### Routing congestion, run 1

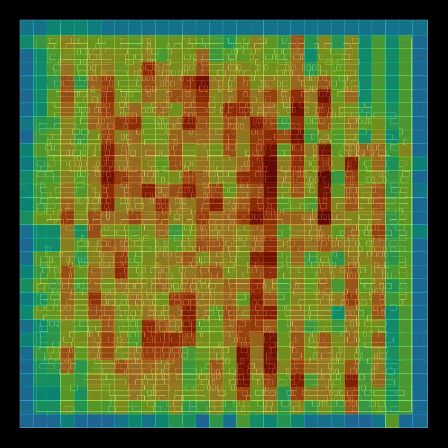
### Routed clock nets over the placement, run 1

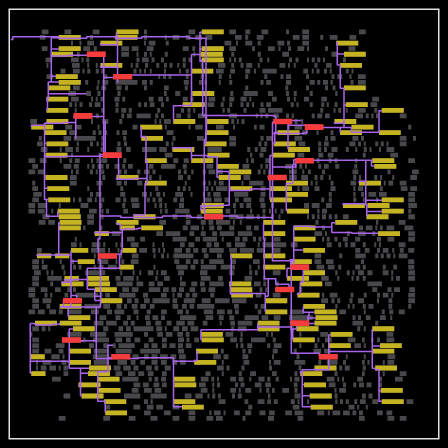
### Gate-type map, run 1

The bar under the picture is 50 µm long.
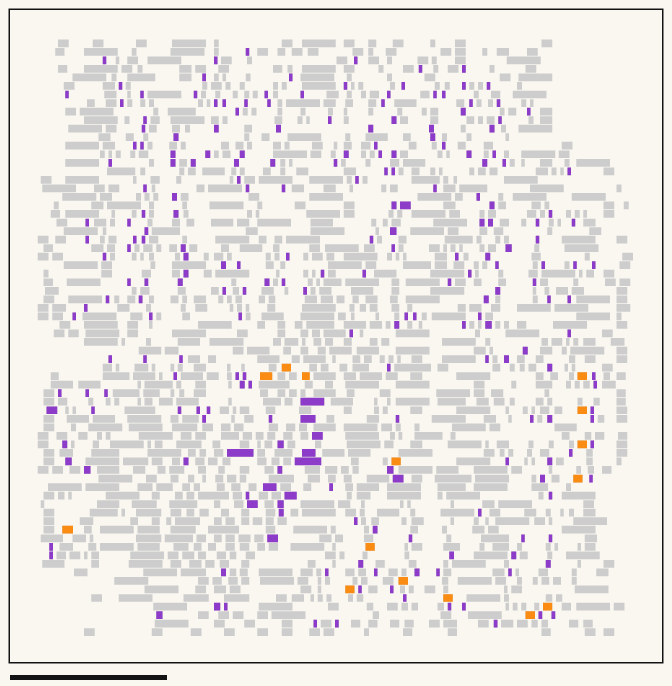
<file path="config.mk">
export PLATFORM = sky130hd
export DESIGN_NAME = wb_write_queue
export DESIGN_NICKNAME = d
export VERILOG_FILES = /design/src/rtl/wb_pkg.sv /design/src/rtl/wb_fwd_lookup.sv /design/src/rtl/wb_write_queue.sv
export SDC_FILE = /design/constraint.sdc
export NUM_CORES = 1
export LEC_CHECK = 0
export CELL_PAD_IN_SITES_DETAIL_PLACEMENT = 1
export CELL_PAD_IN_SITES_GLOBAL_PLACEMENT = 2
export CORE_MARGIN = 8
export CORE_UTILIZATION = 31
export CTS_CLUSTER_DIAMETER = 60
export CTS_CLUSTER_SIZE = 30
export DETAILED_ROUTE_END_ITERATION = 8
export PLACE_DENSITY_LB_ADDON = 0.1
export SYNTH_ARGS = -nofsm -noshare
export SYNTH_HDL_FRONTEND = slang
export SYNTH_SLANG_ARGS = --single-unit
export TNS_END_PERCENT = 20
</file>
<file path="constraint.sdc">
create_clock -name clk -period 4.4 [get_ports clk]
set_clock_uncertainty 0.2 [all_clocks]
set_input_delay 0.66 -clock clk [delete_from_list [all_inputs] [get_ports clk]]
set_output_delay 0.66 -clock clk [all_outputs]
set_load 0.01 [all_outputs]
</file>
<file path="src/rtl/wb_pkg.sv">
`default_nettype none
// ============================================================================
// Module   : wb_pkg
// Purpose  : Shared types and default sizes for the write-back queue slice.
// Revision : 1.0  initial release
// ============================================================================
package wb_pkg;

  localparam int WB_DEPTH  = 4;
  localparam int WB_DATA_W = 32;
  localparam int WB_ADDR_W = 5;

  // Register 0 is hard-wired in the bank, so writes to it are dropped.
  localparam logic [WB_ADDR_W-1:0] REG_ZERO = 5'd0;

  typedef struct packed {
    logic [WB_ADDR_W-1:0] addr;
    logic [WB_DATA_W-1:0] data;
  } wb_entry_t;

endpackage : wb_pkg
`default_nettype wire

</file>
<file path="src/rtl/wb_fwd_lookup.sv">
`default_nettype none
// ============================================================================
// Module   : wb_fwd_lookup
// Purpose  : Searches the queued write-backs for a register address and
//            returns the data of the youngest matching entry.
// Revision : 1.0  initial release
// ============================================================================
module wb_fwd_lookup
  import wb_pkg::*;
#(
  parameter int DEPTH  = WB_DEPTH,
  parameter int DATA_W = WB_DATA_W,
  parameter int ADDR_W = WB_ADDR_W
) (
  input  logic [DEPTH-1:0][ADDR_W-1:0] ent_addr,
  input  logic [DEPTH-1:0][DATA_W-1:0] ent_data,
  input  logic [DEPTH-1:0]             ent_valid,
  input  logic [$clog2(DEPTH)-1:0]     head,
  input  logic [ADDR_W-1:0]            query,
  output logic                         hit,
  output logic [DATA_W-1:0]            data
);

  localparam int c_PTR_W = $clog2(DEPTH);

  logic [c_PTR_W-1:0] w_idx;
  logic               w_query_zero;

  assign w_query_zero = (query == ADDR_W'(REG_ZERO));

  // Walk entries oldest to youngest; later matches overwrite earlier ones.
  always_comb begin
    hit   = 1'b0;
    data  = '0;
    w_idx = head;
    for (int i = 0; i < DEPTH; i++) begin
      w_idx = head + c_PTR_W'(i);
      if (ent_valid[w_idx] && !w_query_zero && (ent_addr[w_idx] == query)) begin
        hit  = 1'b1;
        data = ent_data[w_idx];
      end
    end
  end

endmodule : wb_fwd_lookup
`default_nettype wire

</file>
<file path="src/rtl/wb_write_queue.sv">
`default_nettype none
// ============================================================================
// Module   : wb_write_queue
// Purpose  : In-order write-back FIFO feeding the register bank write port,
//            with two forwarding lookups for the decode-stage reads.
// Revision : 1.0  initial release
// ============================================================================
module wb_write_queue
  import wb_pkg::*;
#(
  parameter int DEPTH  = WB_DEPTH,
  parameter int DATA_W = WB_DATA_W,
  parameter int ADDR_W = WB_ADDR_W
) (
  input  logic                    clk,
  input  logic                    rst,
  input  logic                    in_valid,
  output logic                    in_ready,
  input  logic [ADDR_W-1:0]       in_addr,
  input  logic [DATA_W-1:0]       in_data,
  input  logic                    hold,
  output logic [ADDR_W-1:0]       A3,
  output logic [DATA_W-1:0]       wd3,
  output logic                    we3,
  input  logic [ADDR_W-1:0]       q1_addr,
  input  logic [ADDR_W-1:0]       q2_addr,
  output logic                    q1_hit,
  output logic                    q2_hit,
  output logic [DATA_W-1:0]       q1_data,
  output logic [DATA_W-1:0]       q2_data,
  output logic [$clog2(DEPTH):0]  count,
  output logic                    full,
  output logic                    empty
);

  localparam int c_PTR_W = $clog2(DEPTH);
  localparam int c_CNT_W = c_PTR_W + 1;

  logic [DEPTH-1:0][ADDR_W-1:0] r_addr;
  logic [DEPTH-1:0][DATA_W-1:0] r_data;
  logic [DEPTH-1:0]             r_valid;
  logic [c_PTR_W-1:0]           r_rd_ptr;
  logic [c_PTR_W-1:0]           r_wr_ptr;
  logic [c_CNT_W-1:0]           r_count;

  logic w_full;
  logic w_empty;
  logic w_push;
  logic w_pop;

  assign w_full  = (r_count == c_CNT_W'(DEPTH));
  assign w_empty = (r_count == '0);

  // Register-0 requests complete the handshake but are never stored.
  assign w_push = in_valid && !w_full && (in_addr != ADDR_W'(REG_ZERO));
  // Reset blocks the bank write so nothing lands on the reset edge.
  assign w_pop  = !w_empty && !hold && !rst;

  assign in_ready = !w_full;
  assign full     = w_full;
  assign empty    = w_empty;
  assign count    = r_count;
  assign we3      = w_pop;
  assign A3       = w_empty ? '0 : r_addr[r_rd_ptr];
  assign wd3      = w_empty ? '0 : r_data[r_rd_ptr];

  // Control state: pointers, occupancy and per-slot valid bits.
  always_ff @(posedge clk) begin
    if (rst) begin
      r_rd_ptr <= '0;
      r_wr_ptr <= '0;
      r_count  <= '0;
      r_valid  <= '0;
    end else begin
      if (w_pop) begin
        r_valid[r_rd_ptr] <= 1'b0;
        r_rd_ptr          <= r_rd_ptr + 1'b1;
      end
      if (w_push) begin
        r_valid[r_wr_ptr] <= 1'b1;
        r_wr_ptr          <= r_wr_ptr + 1'b1;
      end
      case ({w_push, w_pop})
        2'b10:   r_count <= r_count + 1'b1;
        2'b01:   r_count <= r_count - 1'b1;
        default: r_count <= r_count;
      endcase
    end
  end

  // Entry storage; contents are only meaningful while the slot is valid.
  always_ff @(posedge clk) begin
    if (w_push) begin
      r_addr[r_wr_ptr] <= in_addr;
      r_data[r_wr_ptr] <= in_data;
    end
  end

  wb_fwd_lookup #(
    .DEPTH (DEPTH),
    .DATA_W(DATA_W),
    .ADDR_W(ADDR_W)
  ) u_lookup_q1 (
    .ent_addr (r_addr),
    .ent_data (r_data),
    .ent_valid(r_valid),
    .head     (r_rd_ptr),
    .query    (q1_addr),
    .hit      (q1_hit),
    .data     (q1_data)
  );

  wb_fwd_lookup #(
    .DEPTH (DEPTH),
    .DATA_W(DATA_W),
    .ADDR_W(ADDR_W)
  ) u_lookup_q2 (
    .ent_addr (r_addr),
    .ent_data (r_data),
    .ent_valid(r_valid),
    .head     (r_rd_ptr),
    .query    (q2_addr),
    .hit      (q2_hit),
    .data     (q2_data)
  );

endmodule : wb_write_queue
`default_nettype wire

</file>
==> results.json, run 1 <==
{
  "outcome": "finished, violations left",
  "violations": "setup timing",
  "clkCellAreaFrac_pct": 3.682,
  "hpwlAfterDp_mm": 31.78,
  "antenna_found_initial": 1,
  "edf_count": 148,
  "hold_class": "reg2reg",
  "layout_top_cells": "a21oi_1 (180), nor2_1 (154), edfxtp_1 (148)",
  "worst_slew_pin_slew_ps": 804.3,
  "mostFrequentLayoutCell": "a21oi_1",
  "pin_count": 161,
  "rows": 70,
  "p_clk_share_pct": 21.9,
  "tapCellCount": 468,
  "clk_latency_ps": 450,
  "holdPathStages": 2,
  "grt_pass1_wl_mm": 72.28,
  "final_util_pct": 43.08,
  "yosysWarnings": 0,
  "hold_viol": 0,
  "dr.first_iter.drc_count": 478,
  "clock-root-buffer": "clkbuf_16",
  "netSwitchingFraction_pct": 39.44,
  "die_area_mm2": 0.04319,
  "synthTopCellsByCount": "a21oi_1 (202), nor2_1 (160), edfxtp_1 (148), nand2_1 (90), mux2i_1 (83)",
  "cts_hold_buffers": 0,
  "finalClockPeriodUsage_pct": 100.6,
  "min_period_ps": 4428,
  "fin_ws_ps": -27.94,
  "synth_top_area_share_pct": 38.96,
  "drt-met1-wl_mm": 21.57,
  "dr_wl_met3_mm": 1.694,
  "grt_usage_pct": 21.64,
  "peakVddDrop_mv": 0.4560,
  "nNonClkBuffers": 331,
  "fp_util_pct": 31.30,
  "seqPwrFrac_pct": 26.5,
  "final_layout_size_suffix_gt1_share_pct": 25.47,
  "comb_area_share_pct": 41.56,
  "fin_tns_setup_ps": -27.94,
  "cp-start-kind": "flip-flop",
  "leakagePower_nw": 5.503,
  "fin_cells": 1965,
  "postPlaceCellArea_mm2": 0.01462,
  "postRouteAntennaNets": 0,
  "pre_cts_ws_ps": -256.8,
  "p_per_area_mw_per_mm2": 440.8,
  "cts_buffers": 17,
  "finalSetupViolCount": 1,
  "flop_area_mm2": 0.004672,
  "netlist_instances": 1250,
  "cts_buffer_depth": 2,
  "intPower_mw": 4.190,
  "required_ps": 3540,
  "use_met1_pct": 26.96,
  "grt_max_degree": 75,
  "r2r_end": "count[2]$_SDFFE_PP0P_",
  "seq_area_share_pct": 29.76,
  "flop_cell": "edfxtp_1",
  "warning_count": 34,
  "drc": 0,
  "top_area_cell": "edfxtp_1",
  "ys_seq_elements": 159,
  "gr-total-overflow": 0,
  "min_from": "r_valid[0]$_SDFF_PP0_",
  "n_clock_buffer": 18,
  "p_comb_mw": 3.57,
  "dpl.cell_count": 1910,
  "async_flop_share_pct": 0,
  "dr.pass1.iters": 4,
  "top_layer_used": "met4",
  "postRouteWirelength_mm": 47.52,
  "r2r-start": "count[2]$_SDFFE_PP0P_",
  "power_leader": "combinational logic",
  "pg_seq_mw": 1.83,
  "crit_start": "r_rd_ptr[0]$_SDFFE_PP0N_",
  "synth.distinct_cells": 50,
  "synth.area.top_cells": "edfxtp_1 (39%), a21oi_1 (8.9%), mux2i_1 (7.3%), mux2_2 (6.8%), nor2_1 (5.3%)",
  "viasPerCell": 5.530,
  "grt_pass1_vias": 11930,
  "syn_area_mm2": 0.01141,
  "hold_slack_ps": 321.3,
  "top_regs": "r_data x128, r_addr x20, r_valid x4",
  "vias": 10870,
  "yosys.cell_count.top_type": "a21oi_1",
  "power_mw": 6.919,
  "synth_nets": 1311,
  "cp-end-kind": "primary output",
  "dominant_cells": "combinational gates",
  "ys_cells": 1250,
  "regToRegSetupSlack_ps": 1710,
  "pwr-share-comb_pct": 51.6,
  "nFillCells": 4069,
  "syn_to_final_growth_pct": 37.63,
  "seq_cell_count": 159,
  "maxCapViolations": 0,
  "diodes": 1,
  "synth-seq-area-share_pct": 40.90,
  "place.port_buffers": 160,
  "cp.arrival_ps": 3570,
  "fmax_mhz": 225.8,
  "pg_clk_mw": 1.52,
  "cts.htree.levels": 4,
  "cts_tree": "built",
  "avgSynthCellArea_um2": 9.125,
  "non_clock_buffer_area_share_pct": 20.91,
  "max_flop_register": "r_data",
  "clock_sinks": 159
}
About 'Routing congestion':
met2 Use GR: 37.33%
met3 usage: 3.774%
wire length per cell: 24.19 µm

About 'Routed clock nets over the placement':
[clock-net drivers] red | count: 17
[flip-flops] yellow | count: 159
[clock wires] purple | length: 2490 µm
flops lie: all over the die
routed clock nets: 18

About 'Gate-type map':
[nor cells] purple | cells: 231 | where: all over the die
[non-inverting ao/oa cells] orange | cells: 15

-- run 1: cell families after synthesis --
logic type	share of synthesized area [%]
muxes	16.20
adders and majority gates	1.163
AOI/OAI and AO/OA	19.08
DFF	40.90
buffers and inverters	5.090
and+or+nand+nor	13.89
xor gates and xnor gates	3.686
-- run 1: worst max-delay path, cell delays in order (launching register included) --
cell and delay, ps:
dfxtp_4 380, buf_12 140, buf_4 110, mux4_2 540, xnor2_1 160, nand4_1 170, buf_4 180, nor4b_4 450
buf_4 210, a211oi_4 40, buf_4 150, a21oi_1 140, a31oi_1 130, buf_4 170, dlymetal6s2s_1 170
-- run 1: what timing repair did --
item	4_1_cts	5_1_grt
pin swaps	7	8
gates resized	111	96
endpoints found under the setup margin	67	63
cloned	2	1
buffers inserted	8	12
### Wiring by layer, run 1

The bar under the picture is 50 µm long.
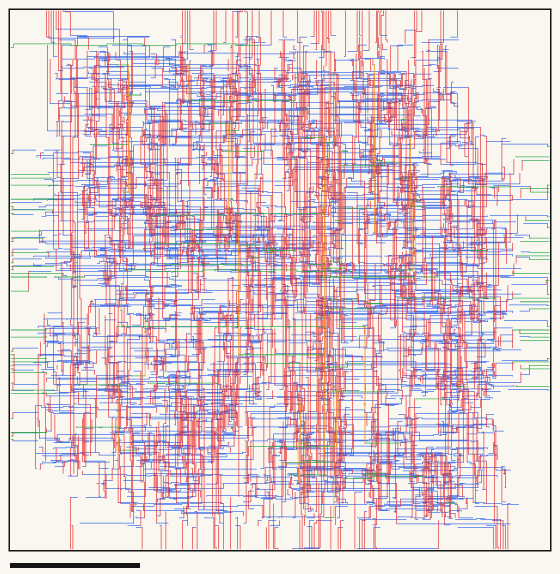

==> run 1 -> run 2 <==
--- a/config.mk
+++ b/config.mk
@@ -9,10 +9,12 @@
 export CELL_PAD_IN_SITES_GLOBAL_PLACEMENT = 2
 export CORE_MARGIN = 8
 export CORE_UTILIZATION = 31
+export CTS_BUF_LIST = sky130_fd_sc_hd__clkbuf_16
 export CTS_CLUSTER_DIAMETER = 60
 export CTS_CLUSTER_SIZE = 30
 export DETAILED_ROUTE_END_ITERATION = 8
 export PLACE_DENSITY_LB_ADDON = 0.1
+export SKIP_CTS_REPAIR_TIMING = 1
 export SYNTH_ARGS = -nofsm -noshare
 export SYNTH_HDL_FRONTEND = slang
 export SYNTH_SLANG_ARGS = --single-unit
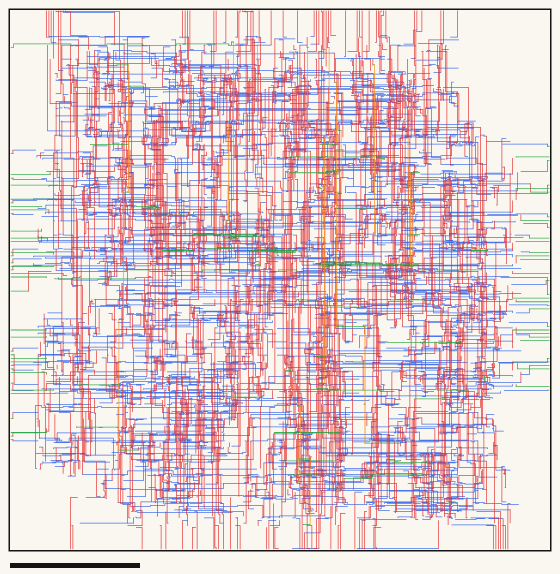
*Wiring by layer, run 2*
The bar under the picture is 50 µm long.
[M3] green | wire length: 1690 µm
[M1] blue | wire length: 21.1 mm
[M2] red | wire length: 23.2 mm
[M4] orange | wire length: 962 µm

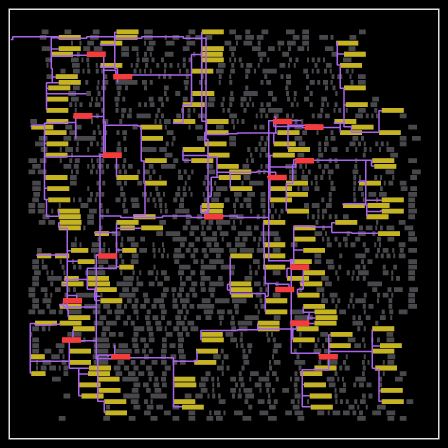
*Routed clock nets over the placement, run 2*
[clock-net drivers] red | count: 17
[clock wires] purple | length: 2490 µm
[flip-flops] yellow | count: 159
flops lie: all over the die
routed clock nets: 18

==> results.json, run 2 <==
{
  "outcome": "finished, violations left",
  "violations": "setup timing",
  "crit_start": "r_rd_ptr[0]$_SDFFE_PP0N_",
  "r2r_end": "count[2]$_SDFFE_PP0P_",
  "cts_tree": "built",
  "non_clock_buffer_area_share_pct": 21.48,
  "min_period_ps": 4588,
  "r2r-start": "count[2]$_SDFFE_PP0P_",
  "core_region_area_mm2": 0.03643,
  "grt_pass1_vias": 11780,
  "worst_slew_pin_slew_ps": 807.2,
  "yosys.cell_count.top_type": "a21oi_1",
  "pin_count": 161,
  "grt_pass1_wl_mm": 70.88,
  "avgSynthCellArea_um2": 9.125,
  "dominant_cells": "combinational gates",
  "holdPathStages": 2,
  "vias": 10790,
  "top_area_cell": "edfxtp_1",
  "avgRoutedWirePerCell_um": 24.05,
  "synthAoiAreaFrac_pct": 19.08,
  "maxCapViolations": 0,
  "maxSlewViolCount": 0,
  "ys_seq_elements": 159,
  "dr.first_iter.drc_count": 500,
  "dr.pass1.iters": 5,
  "fin_ws_ps": -187.8,
  "finalSetupViolCount": 9,
  "diodes": 1,
  "use_met1_pct": 26.19,
  "finalClockPeriodUsage_pct": 104.3,
  "clk_latency_ps": 440,
  "clock_sinks": 159,
  "power_mw": 6.820,
  "cp-start-kind": "flip-flop",
  "peakVddDrop_mv": 0.4569,
  "viasPerCell": 5.528,
  "synth.area.top_cells": "edfxtp_1 (39%), a21oi_1 (8.9%), mux2i_1 (7.3%), mux2_2 (6.8%), nor2_1 (5.3%)",
  "crit_chain": "buf_12 -> buf_8 -> mux4_2 -> xnor2_1 -> nand4_1 -> nor4b_2 -> buf_4 -> a21o_1 -> buf_12 -> o211ai_1 -> a21oi_1 -> buf_4 -> clkdlybuf4s50_1",
  "cp-end-kind": "primary output",
  "die_area_mm2": 0.04319,
  "synth-adder-area-share_pct": 1.163,
  "synth_chip_area_mm2": 0.01141,
  "hold_viol": 0,
  "required_ps": 3540,
  "slowest_stage": "mux4_2",
  "final_layout_size_suffix_gt1_share_pct": 22.45,
  "tapCellCount": 468,
  "fp_util_pct": 31.30,
  "edf_count": 148,
  "hold_slack_ps": 322.7,
  "fmax_mhz": 218.0,
  "min_from": "r_valid[0]$_SDFF_PP0_",
  "max_flop_register": "r_data",
  "grt_usage_pct": 21.11,
  "cts_buffers": 17,
  "path_max_fanout": 18,
  "fin_tns_setup_ps": -1314,
  "stdcell_area_mm2": 0.01567,
  "warning_count": 33,
  "postPlaceCellArea_mm2": 0.01462,
  "flop_cell": "edfxtp_1",
  "hpwlAfterDp_mm": 31.78,
  "cts.htree.levels": 4,
  "synth-seq-area-share_pct": 40.90,
  "path_clk_slew_ps": 60,
  "gr-total-overflow": 0,
  "crit_path_end": "q2_data[31]",
  "xor_share_pct": 3.686,
  "flop_area_mm2": 0.004672,
  "place.port_buffers": 160,
  "final_util_pct": 43.00,
  "synth_nets": 1311,
  "synth.distinct_cells": 50,
  "async_flop_share_pct": 0,
  "path_depth": 13,
  "drc": 0,
  "met2_usage_pct": 36.90,
  "cp.arrival_ps": 3730,
  "largest_reg_flops": 128,
  "nFillCells": 4069,
  "nNonClkBuffers": 318,
  "syn_to_final_growth_pct": 37.35,
  "dpl.cell_count": 1910,
  "rows": 70,
  "top_regs": "r_data x128, r_addr x20, r_valid x4",
  "pre_cts_ws_ps": -256.8,
  "drt-met1-wl_mm": 21.12,
  "topCombFamilyByArea": "AND-OR/OR-AND gates",
  "syn_area_mm2": 0.01141,
  "netlist_instances": 1250,
  "leakagePower_nw": 6.093,
  "yosysWarnings": 0,
  "clkCellAreaFrac_pct": 3.690,
  "ys_sh_mux_pct": 16.20,
  "seq_cell_count": 159,
  "clock-root-buffer": "clkbuf_16",
  "hold_class": "reg2reg",
  "fin_cells": 1952,
  "antenna_found_initial": 1,
  "ys_cells": 1250,
  "synth_top_area_share_pct": 38.96,
  "comb_area_share_pct": 40.92,
  "ys_sh_simple_pct": 13.89,
  "grt_max_degree": 82,
  "worstSetupPathType": "reg2out",
  "mostFrequentLayoutCell": "a21oi_1",
  "p_per_area_mw_per_mm2": 435.3,
  "postRouteWirelength_mm": 46.95,
  "regToRegSetupSlack_ps": 1710,
  "inv_count": 14,
  "dr_wl_met3_mm": 1.688,
  "critical_path.max_stage_delay_ps": 560,
  "synthTopCellsByCount": "a21oi_1 (202), nor2_1 (160), edfxtp_1 (148), nand2_1 (90), mux2i_1 (83)",
  "cp_top_family": "buffers and inverters",
  "path_buffers": 6,
  "cts_buffer_depth": 2,
  "grtUsageMet3_pct": 3.578,
  "n_clock_buffer": 17,
  "seq_area_share_pct": 29.82,
  "postRouteAntennaNets": 0,
  "layout_top_cells": "a21oi_1 (184), nor2_1 (157), edfxtp_1 (148)",
  "top_layer_used": "met4",
  "wl_met2_mm": 23.18
}
-- run 2: cell counts after synthesis --
No cell type changed its count.
-- run 2: worst min-delay path by stage --
stage	endpoint	slack, ps
after floorplan	r_valid[2]$_SDFF_PP0_	270
after global placement	r_valid[3]$_SDFF_PP0_	290
after detailed placement	r_valid[0]$_SDFF_PP0_	310
after CTS	r_valid[0]$_SDFF_PP0_	320
after global routing	r_valid[3]$_SDFF_PP0_	370
final	r_valid[0]$_SDFF_PP0_	320
-- run 2: where the power goes --
part	switching, mW	total, mW	internal [mW]
logic	2.00	3.48	1.48
clock network	0.636	1.51	0.877
registers	0.0574	1.83	1.77
total	2.69	6.82	4.13
Power figures rest on the tool's default switching activity, not on a simulated workload.
